### Signal wires on met1

Supply wires on this layer in grey.
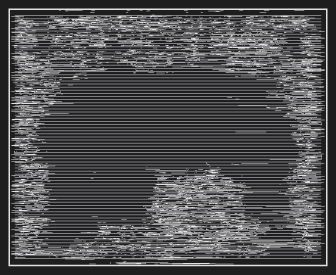
### M2 wires

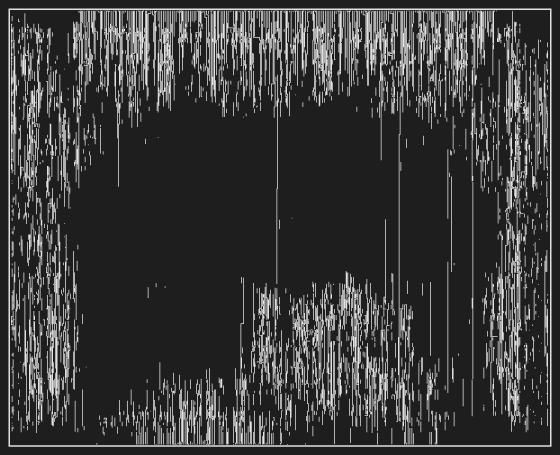
### Signal wires on met3

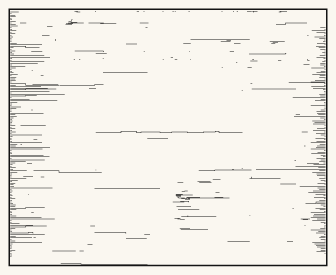
### Metal 4

Scale bar: 100 microns. Supply wires on this layer in grey.
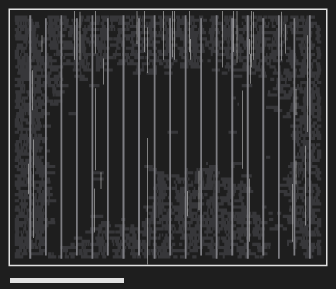
### Clock routing

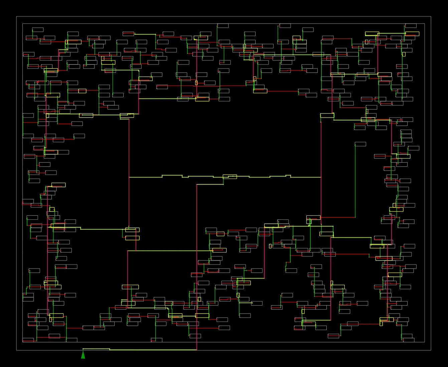
==> config.mk <==
export PLATFORM = sky130hd
export DESIGN_NAME = drc_way_update_ctrl
export DESIGN_NICKNAME = d
export VERILOG_FILES = /design/src/rtl/drc_way_update_ctrl.sv
export SDC_FILE = /design/constraint.sdc
export NUM_CORES = 1
export LEC_CHECK = 0
export CAP_MARGIN = 20
export CORE_ASPECT_RATIO = 0.8
export CORE_MARGIN = 4
export CORE_UTILIZATION = 23
export CTS_CLUSTER_SIZE = 30
export DETAILED_ROUTE_END_ITERATION = 16
export MAX_ROUTING_LAYER = met4
export PLACE_DENSITY = 0.64
export SYNTH_ARGS = -nofsm -noshare
export SYNTH_HDL_FRONTEND = slang
export SYNTH_SLANG_ARGS = --single-unit
==> constraint.sdc <==
create_clock -name clk -period 2.4 [get_ports clk]
set_clock_uncertainty 0.15 [all_clocks]
set_input_delay 0.48 -clock clk [delete_from_list [all_inputs] [get_ports clk]]
set_output_delay 0.48 -clock clk [all_outputs]
set_load 0.005 [all_outputs]
==> flow_summary_export.csv <==
group,metric,value,unit
placed_design,post-place-ws,-828,ps
yosys,synthTopCellsByArea,"dfxtp_1 (54%), nand2_1 (19%), a21oi_1 (13%), clkbuf_1 (3.0%), mux4_2 (2.0%)",
route,drt-pass1-iter-count,5,
clock_network,cts_hold_buf,0,
layout,fin_nets,2651,
grt,grt_pass1_wl,74700,microns
clock_network,htreeDepth,2,
yosys,ys_area,0.0132,sq mm
clock_network,clockBufferDepth,3,
critical_path,slowest_delay,480,ps
yosys,syn-num-nets,1980,
placed_design,gp_congestion,0.891,
floorplanning,die_h,222,microns
yosys,syn_inst,1635,
hold_path,holdPathStages,2,
layout,drive_above_1_share,10.4,%
route,viasPerCell,4.41,
critical_path,crit_cells,9,
floorplanning,rows,78,
critical_path,criticalPathCategory,"input port to flop",
timing,period_needed,2280,ps
power,peakVddDrop,0.603,mV
flow_run,drv_cap,0,
layout,final_core_util,39.8,%
route,drc_errors,0,
timing,tightest_slew,513,ps
timing,slew-limit-headroom,65.8,%
clock_network,cts_root_buf,"clkbuf_16",
critical_path,critPathLaunchType,"input port",
power,powerDensity,661,mW/mm^2
hold_path,hp-class,"input port to flop",
clock_network,tritoncts,"built",
timing,clock.fmax,439,MHz
critical_path,cp_max_fo,42,
critical_path,cp.arrival,2580,ps
yosys,flop_cell,"dfxtp_1",
timing,setup_viol,0,
yosys,syn_area_per_cell,8.09,sq um
power,power,0.0149,W
yosys,top_cell,"nand2_1",
floorplanning,fp_util,23.3,%
run_status,outcome,"complete, no violations",
critical_path,crit_buf_inv,3,
grt,gr-total-overflow,0,
critical_path,worstRegToRegCells,7,
About 'Signal wires on met1':
wire length on this layer: 20.5 mm
share of all routed wire: 41%
nets with wire on the layer: 2371
main direction: horizontal
longest straight run: 63.0 microns
met1 GRT Util: 18.0%
vias: 13640

About 'M2 wires':
nets with wire on the layer: 2208
share of all routed wire: 48%
Total Routed Length: 49500 microns
M2 GR Usage: 25.7%

About 'Signal wires on met3':
nets with wire on the layer: 382
wire length on this layer: 3700 microns
grt met3 use: 4.08%

About 'Metal 4':
main direction: vertical
longest straight run: 110 microns
share of all routed wire: 3.2%
nets with wire on the layer: 25
wire length on this layer: 1570 microns

About 'Clock routing':
# clock sinks: 358
CTS Buf Count: 40
Late-Pin Clk Latency: 540 ps
flop count: 358

==> layout make-up <==
type	instances	area [sq um]	share of cell area, %
clock buffer	52	1110	4.90
clock inverter	15	158	0.698
inverter	16	60.1	0.266
multi-input combinational	1142	5550	24.6
sequential	358	7170	31.7
tap	760	951	4.21
timing repair buffer	748	7590	33.6
==> worst reg2reg max path, stage by stage (launching register included) <==
cell and delay [ps]:
dfxtp_1 320, mux4_2 470, a22o_1 250, or3_4 390, mux2i_4 200, nor2_4 70, buf_12 150, o31ai_2 180
==> layer usage <==
layer / vias up / global-route usage (%) / part of all wire [%] / wire [microns]
li1: 6699 / - / - / -
met1: 6332 / 18.0 / 41 / 20500
met2: 523 / 25.7 / 48 / 23700
met3: 86 / 4.08 / 7.5 / 3700
met4: 0 / 5.22 / 3.2 / 1570
met5: - / - / 0 / 0
==> cell usage in the layout (no fill, tap or decap), drive strengths merged, types with 3 or more instances in the layout <==
cell             n
o31ai           10
nand3            4
dfxtp          358
nor2            21
o21ai            9
clkdlybuf4s50  615
inv             15
mux4            12
o211ai          15
nor2b            6
nand2          663
nand2b           9
a211oi           6
or2              4
bufinv           3
buf            129
mux2i            8
clkinv          13
a21oi          339
nand3b          10
clkbuf          54
==> stage by stage <==
step / cell area [sq um] / instances
detailed placement: 21200 / 3019
global route: 22600 / 3091
CTS: 22600 / 3090
floorplan: 13200 / 1635
finish: 22600 / 3091
global placement: 21200 / 3019
==> cells by family after synthesis <==
family	Yosys count	share of synthesized area [%]
flip-flops	358	54.2
buffers and inverters	135	4.08
XOR/XNOR	1	0.208
AND-OR/OR-AND	394	17.0
AND/OR/NAND/NOR	727	21.7
multiplexers	20	2.84
==> timing repair <==
| action | CTS | global route |
|---|---|---|
| pin swaps | 1 | 0 |
| gates resized | 1 | 4 |
| cloned | 1 | 1 |
| buffers inserted | 3 | 0 |
| endpoints found under the setup margin | 32 | 32 |
==> power by group <==
part	total (W)	switching, W	internal, W
Sequential	0.00643	0.000171	0.00626
Combinational	0.00246	0.00103	0.00143
Clock	0.00605	0.00248	0.00356
Total	0.0149	0.00368	0.0113
Power figures rest on the tool's default switching activity, not on a simulated workload.
